**config.mk**
```make
export PLATFORM = sky130hd
export DESIGN_NAME = mem_port_arbiter_flat
export DESIGN_NICKNAME = d
export VERILOG_FILES = /design/src/rtl/mem_pkg.sv /design/src/rtl/mem_port_arbiter_if.sv /design/src/rtl/arb_grant_logic.sv /design/src/rtl/mem_port_arbiter.sv /design/src/flat_wrapper.sv
export SDC_FILE = /design/constraint.sdc
export NUM_CORES = 1
export LEC_CHECK = 0
export CAP_MARGIN = 40
export CORE_AREA = 2 2 71 73
export DETAILED_ROUTE_END_ITERATION = 6
export DIE_AREA = 0 0 73 75
export GPL_ROUTABILITY_DRIVEN = 0
export PLACE_DENSITY_LB_ADDON = 0.05
export SLEW_MARGIN = 20
export SYNTH_ARGS = -nofsm -noshare
export SYNTH_HDL_FRONTEND = slang
export SYNTH_SLANG_ARGS = --single-unit
```
**constraint.sdc**
```tcl
create_clock -name clk -period 2.42 [get_ports clk]
set_clock_uncertainty 0.1 [all_clocks]
set_input_delay 0.484 -clock clk [delete_from_list [all_inputs] [get_ports clk]]
set_output_delay 0.484 -clock clk [all_outputs]
set_load 0.02 [all_outputs]
```
**src/rtl/mem_pkg.sv**
```systemverilog
// ============================================================================
// Module   : mem_pkg
// Purpose  : Shared widths, owner encoding and helpers for mem_port_arbiter.
// Revision : 1.0 - initial release
// ============================================================================
`default_nettype none
`timescale 1ns/1ps

package mem_pkg;

    localparam int ADDR_W_DEF = 16;
    localparam int DATA_W_DEF = 16;

    typedef enum logic [1:0] {
        OWN_NONE = 2'b00,
        OWN_CPU  = 2'b01,
        OWN_DMA  = 2'b10
    } owner_e;

    // Saturating increment; the caller truncates to its counter width.
    function automatic int unsigned sat_inc(input int unsigned value,
                                            input int unsigned max_value);
        int unsigned result;
        result = value;
        if (value < max_value) begin
            result = value + 1;
        end
        return result;
    endfunction

endpackage : mem_pkg

`default_nettype wire

```
**src/rtl/mem_port_arbiter_if.sv**
```systemverilog
// ============================================================================
// Module   : mem_port_arbiter_if
// Purpose  : Both requester ports plus the blockram port of the arbiter.
// Revision : 1.0 - initial release
// ============================================================================
`default_nettype none
`timescale 1ns/1ps

interface mem_port_arbiter_if
    import mem_pkg::*;
#(
    parameter int ADDR_W = ADDR_W_DEF,
    parameter int DATA_W = DATA_W_DEF
);

    logic              c_req;
    logic              c_we;
    logic [ADDR_W-1:0] c_addr;
    logic [DATA_W-1:0] c_wdata;
    logic              c_gnt;
    logic              c_rvalid;
    logic [DATA_W-1:0] c_rdata;

    logic              d_req;
    logic              d_we;
    logic [ADDR_W-1:0] d_addr;
    logic [DATA_W-1:0] d_wdata;
    logic              d_gnt;
    logic              d_rvalid;
    logic [DATA_W-1:0] d_rdata;

    logic [ADDR_W-1:0] mem_addr;
    logic [DATA_W-1:0] mem_wdata;
    logic              mem_we;
    logic [DATA_W-1:0] mem_rdata;

    // Arbiter side.
    modport slave (
        input  c_req, c_we, c_addr, c_wdata,
        output c_gnt, c_rvalid, c_rdata,
        input  d_req, d_we, d_addr, d_wdata,
        output d_gnt, d_rvalid, d_rdata,
        output mem_addr, mem_wdata, mem_we,
        input  mem_rdata
    );

    // Requesters and blockram side.
    modport master (
        output c_req, c_we, c_addr, c_wdata,
        input  c_gnt, c_rvalid, c_rdata,
        output d_req, d_we, d_addr, d_wdata,
        input  d_gnt, d_rvalid, d_rdata,
        input  mem_addr, mem_wdata, mem_we,
        output mem_rdata
    );

endinterface : mem_port_arbiter_if

`default_nettype wire

```
**src/rtl/arb_grant_logic.sv**
```systemverilog
// ============================================================================
// Module   : arb_grant_logic
// Purpose  : Combinational grant choice with owner stickiness and burst limit.
// Revision : 1.0 - initial release
// ============================================================================
`default_nettype none
`timescale 1ns/1ps

module arb_grant_logic
    import mem_pkg::*;
#(
    parameter int MAX_BURST = 4,
    parameter int CNT_W     = 3
) (
    input  logic             c_req_i,
    input  logic             d_req_i,
    input  owner_e           owner_i,
    input  logic [CNT_W-1:0] burst_cnt_i,
    output logic             c_gnt_o,
    output logic             d_gnt_o
);

    localparam logic [CNT_W-1:0] BURST_LIMIT = CNT_W'(MAX_BURST);

    logic burst_done_w;

    assign burst_done_w = (burst_cnt_i >= BURST_LIMIT);

    always_comb begin
        c_gnt_o = 1'b0;
        d_gnt_o = 1'b0;
        unique case ({c_req_i, d_req_i})
            2'b10: c_gnt_o = 1'b1;
            2'b01: d_gnt_o = 1'b1;
            2'b11: begin
                // Contention: the owner keeps the port until its burst is spent.
                unique case (owner_i)
                    OWN_CPU: begin
                        c_gnt_o = ~burst_done_w;
                        d_gnt_o =  burst_done_w;
                    end
                    OWN_DMA: begin
                        d_gnt_o = ~burst_done_w;
                        c_gnt_o =  burst_done_w;
                    end
                    default: c_gnt_o = 1'b1;
                endcase
            end
            default: ;
        endcase
    end

endmodule : arb_grant_logic

`default_nettype wire

```
**src/rtl/mem_port_arbiter.sv**
```systemverilog
// ============================================================================
// Module   : mem_port_arbiter
// Purpose  : Shares one blockram data port between CPU and DMA requesters.
// Revision : 1.0 - initial release
// ============================================================================
`default_nettype none
`timescale 1ns/1ps

module mem_port_arbiter
    import mem_pkg::*;
#(
    parameter int ADDR_W    = ADDR_W_DEF,
    parameter int DATA_W    = DATA_W_DEF,
    parameter int MAX_BURST = 4,
    parameter int CNT_W     = 3
) (
    input  logic                clk,
    input  logic                reset,
    mem_port_arbiter_if.slave   bus
);

    localparam int unsigned CNT_MAX = (1 << CNT_W) - 1;

    owner_e            owner_q, owner_d;
    logic [CNT_W-1:0]  burst_cnt_q, burst_cnt_d;
    logic              rd_pend_c_q, rd_pend_c_d;
    logic              rd_pend_d_q, rd_pend_d_d;

    logic              c_gnt_raw_w, d_gnt_raw_w;
    logic              c_gnt_w, d_gnt_w;
    logic [ADDR_W-1:0] mem_addr_w;
    logic [DATA_W-1:0] mem_wdata_w;
    logic              mem_we_w;

    arb_grant_logic #(
        .MAX_BURST (MAX_BURST),
        .CNT_W     (CNT_W)
    ) u_grant (
        .c_req_i     (bus.c_req),
        .d_req_i     (bus.d_req),
        .owner_i     (owner_q),
        .burst_cnt_i (burst_cnt_q),
        .c_gnt_o     (c_gnt_raw_w),
        .d_gnt_o     (d_gnt_raw_w)
    );

    // Reset blocks grants combinationally so nothing reaches the blockram.
    assign c_gnt_w = c_gnt_raw_w & ~reset;
    assign d_gnt_w = d_gnt_raw_w & ~reset;

    always_comb begin
        owner_d     = owner_q;
        burst_cnt_d = burst_cnt_q;
        if (c_gnt_w) begin
            if (owner_q == OWN_CPU) begin
                burst_cnt_d = CNT_W'(sat_inc(32'(burst_cnt_q), CNT_MAX));
            end else begin
                owner_d     = OWN_CPU;
                burst_cnt_d = CNT_W'(1);
            end
        end else if (d_gnt_w) begin
            if (owner_q == OWN_DMA) begin
                burst_cnt_d = CNT_W'(sat_inc(32'(burst_cnt_q), CNT_MAX));
            end else begin
                owner_d     = OWN_DMA;
                burst_cnt_d = CNT_W'(1);
            end
        end else begin
            owner_d     = OWN_NONE;
            burst_cnt_d = '0;
        end
        rd_pend_c_d = c_gnt_w & ~bus.c_we;
        rd_pend_d_d = d_gnt_w & ~bus.d_we;
    end

    always_ff @(posedge clk) begin
        if (reset) begin
            owner_q     <= OWN_NONE;
            burst_cnt_q <= '0;
            rd_pend_c_q <= 1'b0;
            rd_pend_d_q <= 1'b0;
        end else begin
            owner_q     <= owner_d;
            burst_cnt_q <= burst_cnt_d;
            rd_pend_c_q <= rd_pend_c_d;
            rd_pend_d_q <= rd_pend_d_d;
        end
    end

    always_comb begin
        mem_addr_w  = '0;
        mem_wdata_w = '0;
        mem_we_w    = 1'b0;
        if (c_gnt_w) begin
            mem_addr_w  = bus.c_addr;
            mem_wdata_w = bus.c_wdata;
            mem_we_w    = bus.c_we;
        end else if (d_gnt_w) begin
            mem_addr_w  = bus.d_addr;
            mem_wdata_w = bus.d_wdata;
            mem_we_w    = bus.d_we;
        end
    end

    assign bus.c_gnt     = c_gnt_w;
    assign bus.d_gnt     = d_gnt_w;
    assign bus.mem_addr  = mem_addr_w;
    assign bus.mem_wdata = mem_wdata_w;
    assign bus.mem_we    = mem_we_w;

    // Both requesters see the raw blockram output; rvalid selects the owner.
    assign bus.c_rvalid  = rd_pend_c_q;
    assign bus.d_rvalid  = rd_pend_d_q;
    assign bus.c_rdata   = bus.mem_rdata;
    assign bus.d_rdata   = bus.mem_rdata;

endmodule : mem_port_arbiter

`default_nettype wire

```
**src/flat_wrapper.sv**
```systemverilog
// flat-port wrapper written by rule: the top's interface ports become plain ports
module mem_port_arbiter_flat import mem_pkg::*;
#(
    parameter int ADDR_W    = ADDR_W_DEF,
    parameter int DATA_W    = DATA_W_DEF,
    parameter int MAX_BURST = 4,
    parameter int CNT_W     = 3
)
  (clk, reset, bus_c_req, bus_c_we, bus_c_addr, bus_c_wdata, bus_c_gnt, bus_c_rvalid, bus_c_rdata, bus_d_req, bus_d_we, bus_d_addr, bus_d_wdata, bus_d_gnt, bus_d_rvalid, bus_d_rdata, bus_mem_addr, bus_mem_wdata, bus_mem_we, bus_mem_rdata);
  mem_port_arbiter_if #(.ADDR_W(ADDR_W), .DATA_W(DATA_W)) bus_i ();
  input  logic clk;
  input  logic reset;
  input wire logic [$bits(bus_i.c_req)-1:0] bus_c_req;
  input wire logic [$bits(bus_i.c_we)-1:0] bus_c_we;
  input wire logic [$bits(bus_i.c_addr)-1:0] bus_c_addr;
  input wire logic [$bits(bus_i.c_wdata)-1:0] bus_c_wdata;
  output wire logic [$bits(bus_i.c_gnt)-1:0] bus_c_gnt;
  output wire logic [$bits(bus_i.c_rvalid)-1:0] bus_c_rvalid;
  output wire logic [$bits(bus_i.c_rdata)-1:0] bus_c_rdata;
  input wire logic [$bits(bus_i.d_req)-1:0] bus_d_req;
  input wire logic [$bits(bus_i.d_we)-1:0] bus_d_we;
  input wire logic [$bits(bus_i.d_addr)-1:0] bus_d_addr;
  input wire logic [$bits(bus_i.d_wdata)-1:0] bus_d_wdata;
  output wire logic [$bits(bus_i.d_gnt)-1:0] bus_d_gnt;
  output wire logic [$bits(bus_i.d_rvalid)-1:0] bus_d_rvalid;
  output wire logic [$bits(bus_i.d_rdata)-1:0] bus_d_rdata;
  output wire logic [$bits(bus_i.mem_addr)-1:0] bus_mem_addr;
  output wire logic [$bits(bus_i.mem_wdata)-1:0] bus_mem_wdata;
  output wire logic [$bits(bus_i.mem_we)-1:0] bus_mem_we;
  input wire logic [$bits(bus_i.mem_rdata)-1:0] bus_mem_rdata;
  assign bus_i.c_req = bus_c_req;
  assign bus_i.c_we = bus_c_we;
  assign bus_i.c_addr = bus_c_addr;
  assign bus_i.c_wdata = bus_c_wdata;
  assign bus_c_gnt = bus_i.c_gnt;
  assign bus_c_rvalid = bus_i.c_rvalid;
  assign bus_c_rdata = bus_i.c_rdata;
  assign bus_i.d_req = bus_d_req;
  assign bus_i.d_we = bus_d_we;
  assign bus_i.d_addr = bus_d_addr;
  assign bus_i.d_wdata = bus_d_wdata;
  assign bus_d_gnt = bus_i.d_gnt;
  assign bus_d_rvalid = bus_i.d_rvalid;
  assign bus_d_rdata = bus_i.d_rdata;
  assign bus_mem_addr = bus_i.mem_addr;
  assign bus_mem_wdata = bus_i.mem_wdata;
  assign bus_mem_we = bus_i.mem_we;
  assign bus_i.mem_rdata = bus_mem_rdata;
  mem_port_arbiter #(.ADDR_W(ADDR_W), .DATA_W(DATA_W), .MAX_BURST(MAX_BURST), .CNT_W(CNT_W)) u_core (.clk(clk), .reset(reset), .bus(bus_i));
endmodule
```
==> impl_metrics.env, run 1 <==
# yosys + openroad results
export IMPL_ff_type="dfxtp_1"
export IMPL_postCtsResizedCells=227
export IMPL_finalHoldViolations=0
export IMPL_ys_sh_xor_pct=0
export IMPL_critPathCaptureType="output port"
export IMPL_p_leak_nw=1.014
export IMPL_violations="setup timing"
export IMPL_setup_viol=34
export IMPL_layout_non_clock_buffers=130
export IMPL_postPlaceCellArea_mm2=0.001943
export IMPL_lay_top_cells="clkdlybuf4s50_1 (68), buf_6 (36), a22o_1 (32)"
export IMPL_drcViolationCount=0
export IMPL_stdcell_count=268
export IMPL_finalWorstSetupSlack_ns=-0.1200
export IMPL_p_seq_share_pct=17.5
export IMPL_cts_buffer_depth=2
export IMPL_antenna_found_initial=0
export IMPL_worst_path_max_delay_cell="dfxtp_4"
export IMPL_crit_path_start_kind="register"
export IMPL_syn_nets=210
export IMPL_edf_count=0
export IMPL_chipArea_mm2=0.005475
export IMPL_synthToLayoutAreaGrowth_pct=123.2
export IMPL_holdBufCountCts=0
export IMPL_tightest_slew_ns=0.3110
export IMPL_tns_ns=-3.254
export IMPL_status="finished, violations left"
export IMPL_core_area_mm2=0.004661
export IMPL_taps=54
export IMPL_logic_area_um2=623.1
export IMPL_ys_sh_adder_pct=4.843
-- run 1: worst reg2reg max path: stages, from the launching register on --
cell and delay (ns):
dfxtp_2 0.34, inv_2 0.05, ha_4 0.15, buf_6 0.11
a21bo_4 0.21, o21ai_4 0.18, nor2_4 0.06, buf_6 0.14
buf_16 0.13, buf_4 0.13, buf_4 0.12, a211o_1 0.28
-- run 1: sequential cells by signal, indices dropped and copies added (netlist names) --
name                 cells
u_core.bus.c_rvalid      1
u_core.bus.d_rvalid      1
u_core.burst_cnt_q       3
u_core.owner_q           2
-- run 1: power by group through the flow --
stage	Sequential, mW	Combinational, mW	Clock, mW
CTS	0.129	0.433	0.167
finish	0.129	0.443	0.167
detailed placement	0.129	0.374	0
global route	0.130	0.468	0.173
global placement	0.129	0.371	0
floorplan	0.130	0.230	0
**Run 1: congestion heat map**

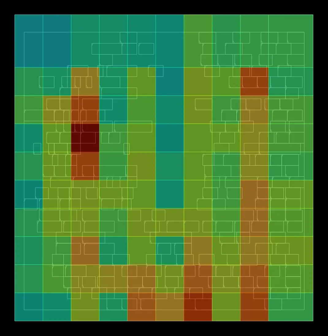
Routed WL per cell: 18.01 um
global routing usage on met2: 32.53%
met1 Use GR: 19.94%
busiest grt layer: met2
Total Routing Usage GR: 16.88%

**Run 1: nets reached from selected ports**

The bar under the picture is 20 um long.
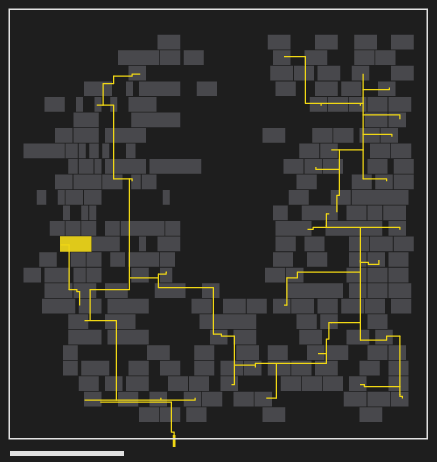
color	port	direction	edge	end cells	buffers	wire
yellow	bus_c_gnt	output	bottom	1	2	388 um

**Run 1: clock distribution**

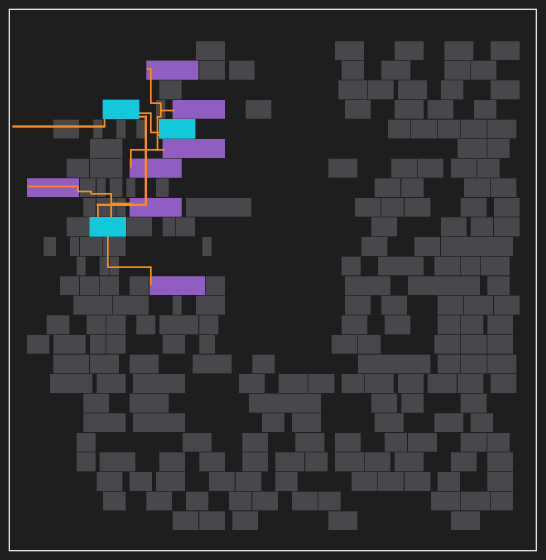
[purple] flip-flops | count: 7
[cyan] clock-net drivers | count: 3
[orange] clock wires | length: 114 um
routed clock nets	4
clk pwr: 167 uW
clock network fraction of design power: 22.6%

**Run 1: the metal 1 layer**

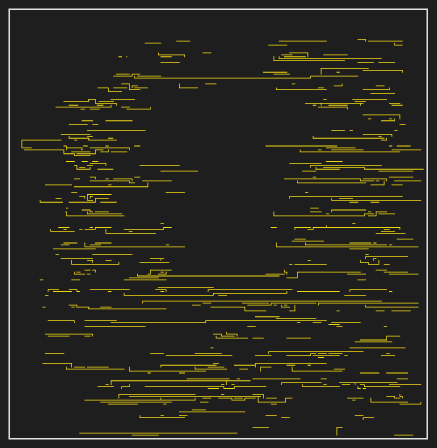
longest straight run	41.9 um
share of all routed wire	38%
nets with wire on the layer	244
wire length on this layer	1850 um

**Run 1: where the registers sit**

Other sequential cells in the stronger gray, the rest of the logic in the fainter gray.
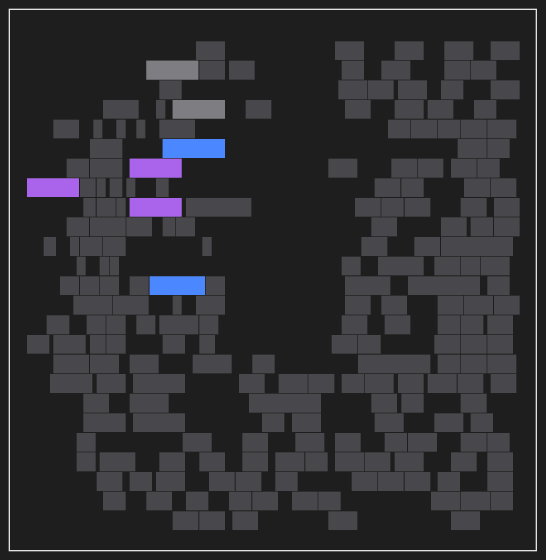

==> run 1 -> run 2 <==
--- a/config.mk
+++ b/config.mk
@@ -10,7 +10,7 @@
 export DETAILED_ROUTE_END_ITERATION = 6
 export DIE_AREA = 0 0 73 75
 export GPL_ROUTABILITY_DRIVEN = 0
-export PLACE_DENSITY_LB_ADDON = 0.05
+export PLACE_DENSITY = 0.77
 export SLEW_MARGIN = 20
 export SYNTH_ARGS = -nofsm -noshare
 export SYNTH_HDL_FRONTEND = slang
**Run 2: where the registers sit**

Other sequential cells in the stronger gray, the rest of the logic in the fainter gray.
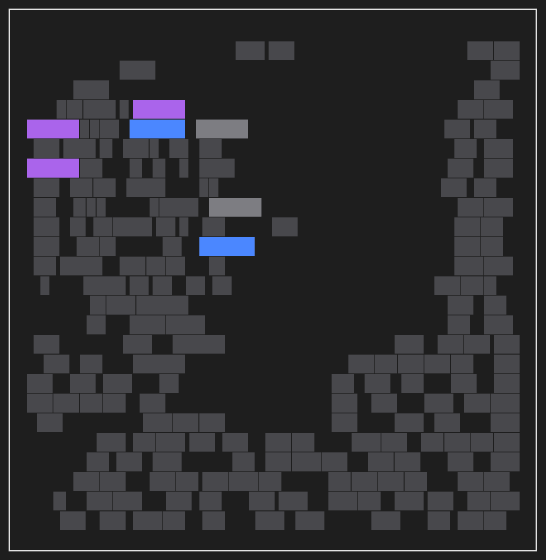
color	netlist name	sequential cells
blue	u_core.owner_q	2
purple	u_core.burst_cnt_q	3
not colored	2
Seq. cell area: 142.6 um2
Core Util, Final: 45.15%

==> run 2 against run 1 <==
The flow still finishes with violations (setup timing). First-iteration DRC count fell by 15%. Sequential share of layout area grew 0.49 points. Worst setup slack better by 0.048 ns. Power is 6.2% lower. Largest cell class unchanged. Clock power is 3% lower.
==> impl_metrics.env, run 2 <==
# yosys + openroad results
export IMPL_ys_sh_xor_pct=0
export IMPL_violations="setup timing"
export IMPL_postCtsResizedCells=210
export IMPL_finalHoldViolations=0
export IMPL_p_leak_nw=0.9130
export IMPL_cts_buffer_depth=2
export IMPL_top_register="u_core.burst_cnt_q"
export IMPL_stdcell_count=259
export IMPL_powerClk_uw=162
export IMPL_holdBufCountCts=0
export IMPL_grtUsageTotal_pct=13.91
export IMPL_ys_sh_adder_pct=4.843
export IMPL_met2_usage_pct=26.63
export IMPL_min_to="u_core.owner_q[0]"
export IMPL_die_y_um=75
export IMPL_crit_path_start_kind="register"
export IMPL_finalWorstSetupSlack_ns=-0.07165
export IMPL_wl_per_cell_um=15.34
export IMPL_p_seq_share_pct=18.6
export IMPL_cts_sinks=7
export IMPL_core_area_mm2=0.004661
export IMPL_met1_usage_pct=15.24
export IMPL_logic_area_um2=580.6
export IMPL_syn_nets=210
export IMPL_antenna_found_initial=0
export IMPL_p_seq_uw=129
export IMPL_chipArea_mm2=0.005475
export IMPL_clkPwrFrac_pct=23.4
export IMPL_lay_top_cells="clkdlybuf4s50_1 (69), a22o_1 (34), buf_6 (33)"
export IMPL_tns_ns=-1.575
export IMPL_drcViolationCount=0
export IMPL_p_comb_uw=402
export IMPL_critPathCaptureType="output port"
export IMPL_status="finished, violations left"
export IMPL_layout_non_clock_buffers=121
export IMPL_taps=54
export IMPL_setup_viol=33
export IMPL_synthToLayoutAreaGrowth_pct=103.6
export IMPL_grt_busiest_layer="met2"
**Run 2: the metal 1 layer**

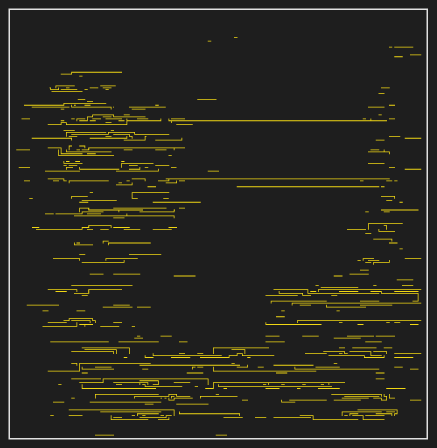
longest straight run	39.1 um
main direction	horizontal
share of all routed wire	39%
wire length on this layer	1530 um
nets with wire on the layer	234

==> run 2: cell counts after synthesis <==
Identical to the previous run, type by type.
==> run 2: worst max-delay path by stage <==
stage	endpoint	start	slack [ns]	cells past startpoint
floorplan	bus_mem_wdata[10]	u_core.owner_q[1]	0.15	7
global placement	bus_mem_addr[12]	bus_c_req	-0.59	7
detailed placement	bus_mem_addr[0]	bus_c_req	-0.60	7
CTS	bus_mem_addr[12]	u_core.owner_q[1]	-0.07	8
global route	bus_mem_addr[11]	u_core.owner_q[1]	-0.13	8
finish	bus_mem_addr[11]	u_core.owner_q[0]	-0.07	8
==> run 2: stage by stage <==
stage / hold slack [ns] / area (um2)
finish: 0.3988 / 2105
CTS: 0.4013 / 2100
global route: 0.4297 / 2105
floorplan: 0.3613 / 1033
detailed placement: 0.4120 / 1978
global placement: 0.3831 / 1978
Power is estimated from default activity; no workload was simulated.
